===== config.mk =====
export PLATFORM = sky130hd
export DESIGN_NAME = parking_sensor_emulator
export DESIGN_NICKNAME = d
export VERILOG_FILES = /design/src/rtl/parking_pkg.sv /design/src/rtl/phase_timer.sv /design/src/rtl/parking_sensor_emulator.sv
export SDC_FILE = /design/constraint.sdc
export NUM_CORES = 1
export LEC_CHECK = 0
export CAP_MARGIN = 20
export CORE_MARGIN = 2
export CORE_UTILIZATION = 58
export CTS_CLUSTER_SIZE = 8
export DETAILED_ROUTE_END_ITERATION = 16
export PLACE_DENSITY = 0.85
export SLEW_MARGIN = 20
export SYNTH_ARGS = -nofsm -noshare
export SYNTH_HDL_FRONTEND = slang
export SYNTH_SLANG_ARGS = --single-unit

===== constraint.sdc =====
create_clock -name clk -period 3.15 [get_ports clk]
set_input_delay 0.945 -clock clk [delete_from_list [all_inputs] [get_ports clk]]
set_output_delay 0.945 -clock clk [all_outputs]
set_load 0.01 [all_outputs]

===== src/rtl/parking_pkg.sv =====
// Shared types and the sensor-pattern table for the parking sensor emulator.
// Sensor a is the outer beam, b the inner beam; {a,b} walks one bit at a time.
package parking_pkg;

  typedef enum logic [1:0] {ENTER, EXIT, ENTER_BALK, EXIT_BALK} cmd_kind_t;
  typedef enum logic [2:0] {IDLE, P1, P2, P3, GAP} state_t;

  localparam logic BLOCKED = 1'b1;
  localparam logic OPEN    = 1'b0;

  function automatic logic [1:0] pattern(cmd_kind_t kind, state_t st);
    logic [1:0] ab;
    ab = {OPEN, OPEN};
    case (st)
      P1: ab = (kind == ENTER || kind == ENTER_BALK) ? {BLOCKED, OPEN} : {OPEN, BLOCKED};
      P2: ab = {BLOCKED, BLOCKED};
      // Balks back out through the sensor they came in on.
      P3: ab = (kind == ENTER || kind == EXIT_BALK) ? {OPEN, BLOCKED} : {BLOCKED, OPEN};
      default: ab = {OPEN, OPEN};
    endcase
    return ab;
  endfunction

endpackage


===== src/rtl/phase_timer.sv =====
// Per-phase dwell timer: loadable down-counter that parks at zero.
module phase_timer #(
  parameter int DWELL_W = 8
) (
  input  logic               clk,
  input  logic               reset_n,
  input  logic               load,
  input  logic [DWELL_W-1:0] load_val,
  output logic               expired
);

  logic [DWELL_W-1:0] cnt;

  always_ff @(posedge clk or negedge reset_n) begin
    if (!reset_n) begin
      cnt <= '0;
    end else if (load) begin
      cnt <= load_val;
    end else if (cnt != '0) begin
      cnt <= cnt - DWELL_W'(1);
    end
  end

  assign expired = (cnt == '0);

endmodule


===== src/rtl/parking_sensor_emulator.sv =====
// Turns accepted car commands into timed a/b photosensor blocking sequences.
//  state | meaning
//  IDLE  | both beams open, ready for a command
//  P1    | first beam blocked (outer for enter, inner for exit)
//  P2    | both beams blocked
//  P3    | car leaving the far beam, or backing out on a balk
//  GAP   | both beams open, spacing before the next pass
module parking_sensor_emulator
  import parking_pkg::*;
#(
  parameter int DWELL_W = 8
) (
  input  logic               clk,
  input  logic               reset_n,
  input  logic               cmd_valid,
  output logic               cmd_ready,
  input  logic [1:0]         cmd_kind,
  input  logic [DWELL_W-1:0] dwell,
  output logic               a,
  output logic               b,
  output logic               busy,
  output logic               done
);

  state_t             state, state_nx;
  cmd_kind_t          kind_q, kind_nx;
  logic [DWELL_W-1:0] dm1_q, dm1_nx;
  logic [DWELL_W-1:0] dwell_m1;
  logic [DWELL_W-1:0] load_val;
  logic               load;
  logic               expired;
  logic               done_nx;
  logic [1:0]         ab_nx;

  // dwell of 0 behaves as 1, so the reload is max(dwell,1)-1.
  assign dwell_m1 = (dwell == '0) ? '0 : dwell - DWELL_W'(1);

  phase_timer #(.DWELL_W(DWELL_W)) u_timer (
    .clk      (clk),
    .reset_n  (reset_n),
    .load     (load),
    .load_val (load_val),
    .expired  (expired)
  );

  always_comb begin
    state_nx = state;
    kind_nx  = kind_q;
    dm1_nx   = dm1_q;
    load     = 1'b0;
    load_val = dm1_q;
    done_nx  = 1'b0;
    case (state)
      IDLE: begin
        if (cmd_valid) begin
          state_nx = P1;
          kind_nx  = cmd_kind_t'(cmd_kind);
          dm1_nx   = dwell_m1;
          load     = 1'b1;
          load_val = dwell_m1;
        end
      end
      P1: if (expired) begin state_nx = P2;  load = 1'b1; end
      P2: if (expired) begin state_nx = P3;  load = 1'b1; end
      P3: if (expired) begin state_nx = GAP; load = 1'b1; end
      GAP: begin
        if (expired) begin
          state_nx = IDLE;
          done_nx  = 1'b1;
        end
      end
      default: state_nx = IDLE;
    endcase
    ab_nx = pattern(kind_nx, state_nx);
  end

  always_ff @(posedge clk or negedge reset_n) begin
    if (!reset_n) begin
      state  <= IDLE;
      kind_q <= ENTER;
      dm1_q  <= '0;
      a      <= OPEN;
      b      <= OPEN;
      done   <= 1'b0;
    end else begin
      state  <= state_nx;
      kind_q <= kind_nx;
      dm1_q  <= dm1_nx;
      a      <= ab_nx[1];
      b      <= ab_nx[0];
      done   <= done_nx;
    end
  end

  assign cmd_ready = (state == IDLE);
  assign busy      = ~cmd_ready;

endmodule


run_1/pdn.png
Drawn at 10 px/um. Pins as bars on the die edge.
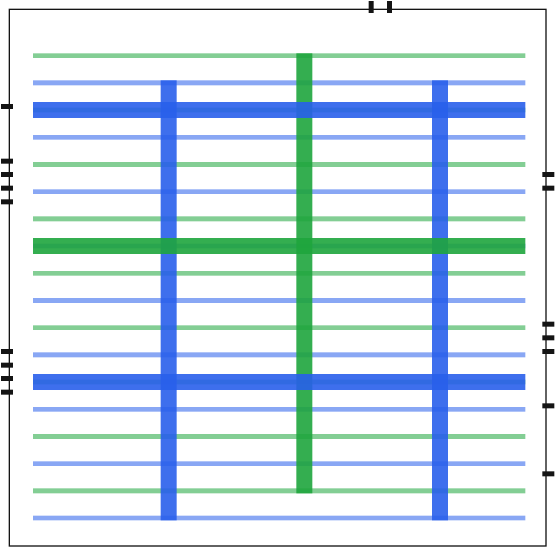
Key: green = VDD; blue = VSS
The core has 17 rows. 3 straps on met5.

run_1/drive_strength.png
Drawn at 4 px/um.
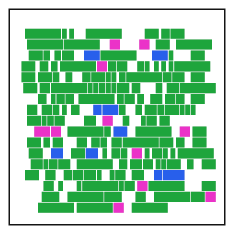
Key: green = drive 1 or less [cells 154]; magenta = drive 3 to 4 [cells 11]; blue = drive 2 [cells 9]
Worst Slack Setup Final: 0.360 ns
layout buffer count excluding clock buffers: 24
layout-stage area growth over the synthesis result: 17.9%
post-route cell area: 0.00168 sq mm

==> notes.md, run 1 <==
Status on the layout run. Combinational gate area landed at between 700 and 800 sq um. In the synthesized netlist, the dominant kind of combinational cell is simple AND/OR/NAND/NOR gates. No sink is reached through more buffers than the 2 on the longest clock path. Number of combinational gates with multiple inputs landed at 115. Placeable core region landed at approximately 0.0023 sq mm.

Pin count of the biggest net entering global routing landed at 25. Portion of total power attributed to the clock network landed at a little over a tenth. The largest registers in the layout are dm1_q x8, u_timer.cnt x8, state x3. Count of buffers from port buffering landed at 17. Post-detailed-routing wire length landed at 3190 um. Stage delay of the slowest cell on the critical path landed at 0.52 ns.

The total overflow left after global routing is 0. For the worst-skew pair, the clock arrives at the later sink with an insertion delay of approximately 0.32 ns. Async set or reset register ratio after synthesis landed at 100%. X dimension of the die landed at 53.5 um. Height of the die landed at 53.5 um. Number of H-tree levels landed at 1. In this run the top signal layer used is met4. The flow ran to the end, and the final reports show no timing, DRC or antenna violations. Worst slack at placement landed at roughly 0.066 ns.

Internal power comes to slightly below 0.0008 W. TritonCTS built the clock tree. Count of pins over their slew limit landed at 0. The global router reports that the layer with the highest usage is met2. Number of global-route vias before repair landed at ~1200. Per the area breakdown, the dominant cell category is combinational gates.

Maximum fanout count along the critical path landed at 10. Clock sink count landed at 24. The worst setup path is of the reg -> out kind.
run_1/final_placement.png
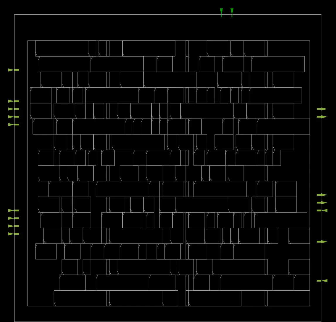
placement row count: 17
non-filler cells in the finished layout: 202
sequential cell count: 24

-- run 1: power by group through the flow --
stage / Clock (W) / Sequential [W] / Combinational (W)
6_report: 0.000135 / 0.000582 / 0.000584
4_1_cts: 0.000138 / 0.000573 / 0.000585
3_5_place_dp: 0 / 0.000576 / 0.000580
2_1_floorplan: 0 / 0.000530 / 0.000431
3_3_place_gp: 0 / 0.000563 / 0.000555
5_1_grt: 0.000146 / 0.000593 / 0.000656
-- run 1: metrics by stage --
stage / instances / area [sq um] / power [W]
CTS: 202 / 1680 / 0.00130
finish: 202 / 1680 / 0.00130
floorplan: 153 / 1420 / 0.000961
global route: 202 / 1680 / 0.00139
detailed placement: 199 / 1660 / 0.00116
global placement: 199 / 1660 / 0.00112
--- run 2 (diff from run 1) ---
--- a/config.mk
+++ b/config.mk
@@ -10,7 +10,7 @@
 export CORE_UTILIZATION = 58
 export CTS_CLUSTER_SIZE = 8
 export DETAILED_ROUTE_END_ITERATION = 16
-export PLACE_DENSITY = 0.85
+export PLACE_DENSITY = 0.83
 export SLEW_MARGIN = 20
 export SYNTH_ARGS = -nofsm -noshare
 export SYNTH_HDL_FRONTEND = slang
==> notes.md, run 2 <==
Status on the layout run. Clock network latency to the later pin of the worst-skew pair landed at 0.33 ns (was 0.32 ns). Async set or reset register ratio after synthesis landed at 100% (unchanged). The count of buffers from port buffering was 17 (unchanged).

The met3 usage was 2.54% (was 3.11%). The count of pins over their slew limit was 0 (unchanged). The dominant non-sequential cell family after synthesis is simple AND/OR/NAND/NOR gates (unchanged). The maximum number of buffers from clock root to sink was 2 (unchanged). The sum of internal, switching and leakage power was 0.00139 W (was 0.00130 W).

The final RePlAce weighted congestion was 0.785 (was 0.771). Filler-free cell count of the finished design landed at 203 (was 202). The most used routing layer is met2 (unchanged). The number of global-route vias before repair is 1188 (was 1215).

Final core utilization landed at 75.0% (was 73.7%). Post-detailed-routing wire length landed at 3170 um (was 3190 um). The uppermost metal layer occupied by signal nets is met4 (unchanged). The pin count of the biggest net entering global routing came to 25 (unchanged).

The startpoint-to-endpoint class of the critical path was reg -> out (unchanged). The global routing met2 resource utilization came to 46.5% (was 48.4%). Number of clock buffers inserted by TritonCTS landed at 3 (unchanged). Worst slack at placement landed at 0.123 ns (was 0.0662 ns). Clock sink count landed at 24 (unchanged). Registers with the most flip-flops: dm1_q x8, u_timer.cnt x8, state x3 (unchanged). Wire length on met3 landed at 152 um (was 180 um).

Combinational gate area landed at 767 sq um (unchanged). The number of H-tree levels was 1 (unchanged). The CTS tree is yes (unchanged). Standard-cell row count landed at 17 (unchanged). The area of placed instances came to 0.00166 sq mm (unchanged). The type of element launching the critical path is a flop (unchanged).

Maximum fanout count along the critical path landed at 10 (unchanged). Xor/xnor share of the synthesized area landed at 1.23% (unchanged). The critical hold path startpoint is dm1_q[6]$_DFF_PN0_ (unchanged). Result of the run: complete, no violations (unchanged). Remaining global-route overflow landed at 0 (unchanged).

Post-placement cell count landed at 199 (unchanged). Ranking of synthesized cells by area: sky130_fd_sc_hd__dfrtp_1 42%, sky130_fd_sc_hd__mux2i_1 3.5%, sky130_fd_sc_hd__nand2_1 3.2% (unchanged). The number of distinct library cells after synthesis is 48 (unchanged). Wire length on met2 landed at 1550 um (was 1650 um).

Post-cts resize count landed at 0 (unchanged). Number of violations of the max-capacitance limit landed at 0 (unchanged).
## run 2: cell counts after synthesis
No cell type changed its count.
## run 2: report_power, final
group          total (W)  internal, W  switching [W]
Clock           0.000230     0.000129       0.000102
Combinational   0.000579     0.000297       0.000282
Sequential      0.000576     0.000446       0.000130
## run 2: worst max-delay path, stage by stage, from the launching register on
cell and delay (ns):
sky130_fd_sc_hd__dfrtp_1 0.51, sky130_fd_sc_hd__or3_1 0.42, sky130_fd_sc_hd__inv_1 0.06, sky130_fd_sc_hd__clkdlybuf4s50_1 0.52
## run 2: cell type report
type	instances	area share, %
multi-input combinational	115	44.9
sequential	24	35.2
clock inverter	1	1.76
inverter	8	1.76
tap	28	2.05
clock buffer	3	1.32
timing repair buffer	24	13.0
run_2/wire_density.png
Drawn at 6 px/um. The die is cut into 11 by 11 equal tiles; dark purple is low, yellow is high, scaled to the fullest tile. Values are wire area over tile area, all layers added.
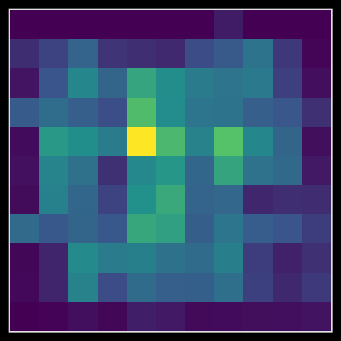
12% of the tiles are nearly empty. The mean over all tiles is 0.18. The densest ninth of the die: center. The fullest tile reaches 0.68.

run_2/drive_strength.png
Drawn at 4 px/um.
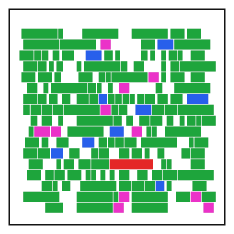
Key: red = drive 6 and up [cells 1]; magenta = drive 3 to 4 [cells 11]; blue = drive 2 [cells 9]; green = drive 1 or less [cells 154]
layout-stage area growth over the synthesis result: 20.1%
post-route cell area: 0.00171 sq mm
Worst Slack Setup Final: 0.362 ns

run_2/pdn.png
Drawn at 10 px/um. Pins as bars on the die edge.
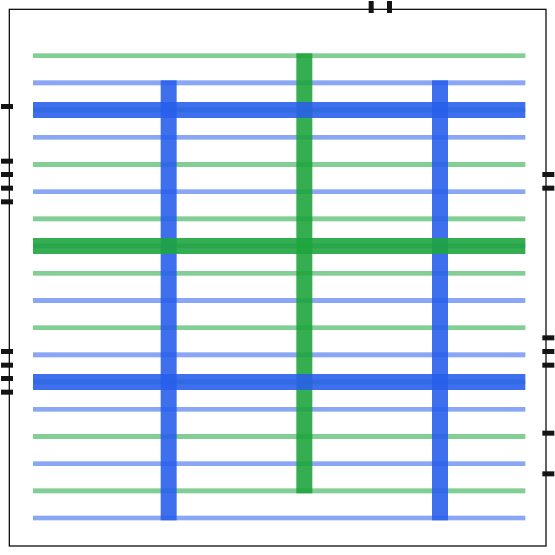
Key: green = VDD; blue = VSS
18 met1 rails follow the rows. 3 straps on met5. 18 signal pins sit on the boundary. 3 straps on met4.
Die Y-Extent: 53.5 um
placeable core area: 0.00228 sq mm
IR Drop Worst-Case VDD: 0.591 mV
width of the chip: 53.5 um

--- run 3 (diff from run 2) ---
--- a/config.mk
+++ b/config.mk
@@ -5,6 +5,7 @@
 export SDC_FILE = /design/constraint.sdc
 export NUM_CORES = 1
 export LEC_CHECK = 0
+export ABC_AREA = 0
 export CAP_MARGIN = 20
 export CORE_MARGIN = 2
 export CORE_UTILIZATION = 58
==> notes.md, run 3 <==
Status on the layout run. The clock sink count is 24 (unchanged). The share of power burned in registers came to 41.6% (about the same). The type of element launching the critical path is a flop (unchanged). Ranking of synthesized cells by area: sky130_fd_sc_hd__dfrtp_1 42%, sky130_fd_sc_hd__mux2i_1 3.5%, sky130_fd_sc_hd__nand2_1 3.2% (unchanged). Post-placement cell count landed at 199 (unchanged). Portion of total power attributed to the clock network landed at 16.6% (about the same). The standard-cell row count came to 17 (unchanged). The remaining global-route overflow came to 0 (unchanged). The post-detailed-routing wire length came to 3170 um (unchanged). The clock group power came to 0.000230 W (about the same). The startpoint-to-endpoint class of the critical path is reg -> out (unchanged). The required time of the critical path came to 2.20 ns (about the same). Internal power landed at 0.000872 W (unchanged).

Cell-by-cell listing of the critical path: or3_1 -> inv_1 -> clkdlybuf4s50_1 (unchanged). The number of violations of the max-capacitance limit was 0 (unchanged). The area growth from synthesis to final layout is 20.1% (unchanged).

The stage delay of the slowest cell on the critical path was 0.52 ns (about the same). The critical hold path startpoint is dm1_q[6]$_DFF_PN0_ (unchanged). Result of the run: complete, no violations (unchanged).

The power attributed to combinational cells was 0.000579 W (about the same). The cell at the slowest stage of the critical path was sky130_fd_sc_hd__clkdlybuf4s50_1 (unchanged). Post-cts resize count landed at 0 (unchanged). Dominant logic cell types in the final layout: 24 x sky130_fd_sc_hd__dfrtp_1, 17 x sky130_fd_sc_hd__clkdlybuf4s50_1, 12 x sky130_fd_sc_hd__nor2_1, 12 x sky130_fd_sc_hd__nand2_1, 8 x sky130_fd_sc_hd__inv_1 (unchanged). The worst slack at placement is 0.123 ns (unchanged). The count of buffers from port buffering came to 17 (unchanged).

The largest delay contributor family on the critical path is buffers and inverters (unchanged). The filler-free cell count of the finished design is 203 (unchanged). Maximum vdd drop landed at 0.591 mV (unchanged). The sum of internal, switching and leakage power is 0.00139 W (unchanged). Count of pins over their slew limit landed at 0 (unchanged). Portion of total power attributed to combinational logic landed at 41.8% (about the same). Final core utilization landed at 75.0% (unchanged). Number of global-route vias before repair landed at 1188 (unchanged).

The switching fraction of total power came to 37.1% (unchanged). Number of clock buffers inserted by TritonCTS landed at 3 (unchanged). The clock network latency to the later pin of the worst-skew pair is 0.33 ns (about the same). Buffers plus inverters on the worst setup path landed at 2 (unchanged). Pin count of the biggest net entering global routing landed at 25 (unchanged). The met3 usage is 2.54% (unchanged). The sequential cell power is 0.000576 W (about the same). Wire length on met2 landed at 1550 um (unchanged). The uppermost metal layer occupied by signal nets was met4 (unchanged).

The x dimension of the die is 53.5 um (unchanged). The switching power total came to 0.000514 W (unchanged). The wire length on met3 came to 152 um (unchanged). The most used routing layer is met2 (unchanged). The area of placed instances came to 0.00166 sq mm (unchanged). The placeable core region came to 0.00228 sq mm (unchanged). The final cell area excluding filler cells came to 0.00171 sq mm (unchanged). Maximum number of buffers from clock root to sink landed at 2 (unchanged).
[run 3: cell counts after synthesis]
Identical to the previous run, type by type.
[run 3: area by class of cell]
class / count / area (sq um) / area share, %
Sequential cell: 24 / 601 / 35.2
Clock inverter: 1 / 30.0 / 1.76
Inverter: 8 / 30.0 / 1.76
Timing Repair Buffer: 24 / 223 / 13.0
Tap cell: 28 / 35.0 / 2.05
Multi-Input combinational cell: 115 / 767 / 44.9
Clock buffer: 3 / 22.5 / 1.32
[run 3: logic make-up (layout without fill, tap and decap cells)]
kind of cell	after synthesis	in the layout	synth area share (%)
compound gates	42	42	20.5
xor+xnor	2	2	1.23
mux	7	7	5.10
simple gates	62	62	25.3
fa+ha+maj	2	2	1.76
buf+inv	14	36	3.87
flops	24	24	42.2
run_3/wire_density.png
Drawn at 6 px/um. The die is cut into 11 by 11 equal tiles; dark purple is low, yellow is high, scaled to the fullest tile. Values are wire area over tile area, all layers added.
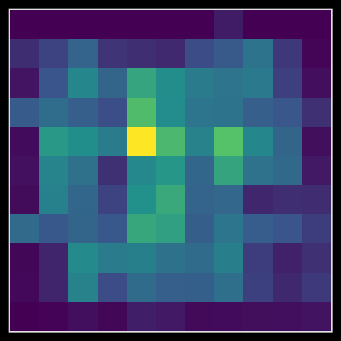
The densest ninth of the die: center. 12% of the tiles are nearly empty. The fullest tile reaches 0.68. 9.9% of the tiles are over half the peak.
via count: 1253
combined global-route utilization of all metal layers: 25.8%

run_3/pdn.png
Drawn at 10 px/um. Pins as bars on the die edge.
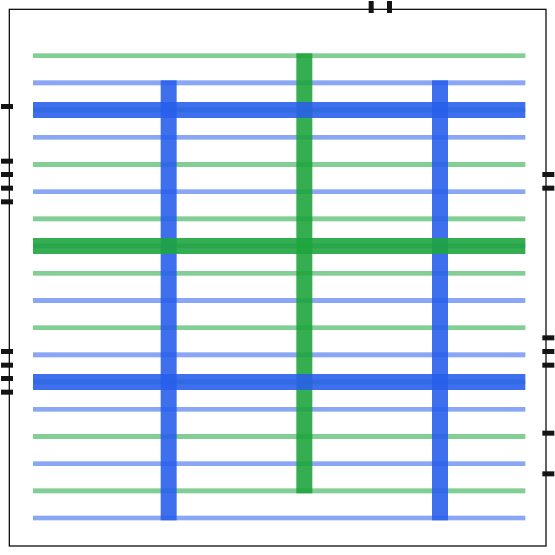
Key: green = VDD; blue = VSS
The core has 17 rows. 3 straps on met4. 18 met1 rails follow the rows.

run_3/registers.png
Drawn at 6 px/um. Other sequential cells in the stronger gray, the rest of the logic in the fainter gray.
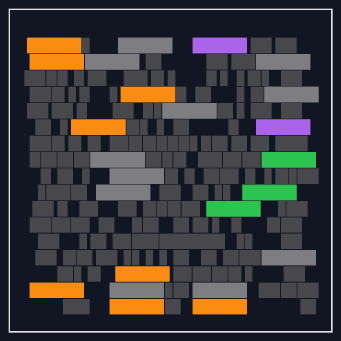
Key: purple = kind_q [sequential cells 2]; green = state [sequential cells 3]; orange = dm1_q [sequential cells 8]
Another 11 sequential cells are not colored.

Power is estimated from default activity; no workload was simulated.
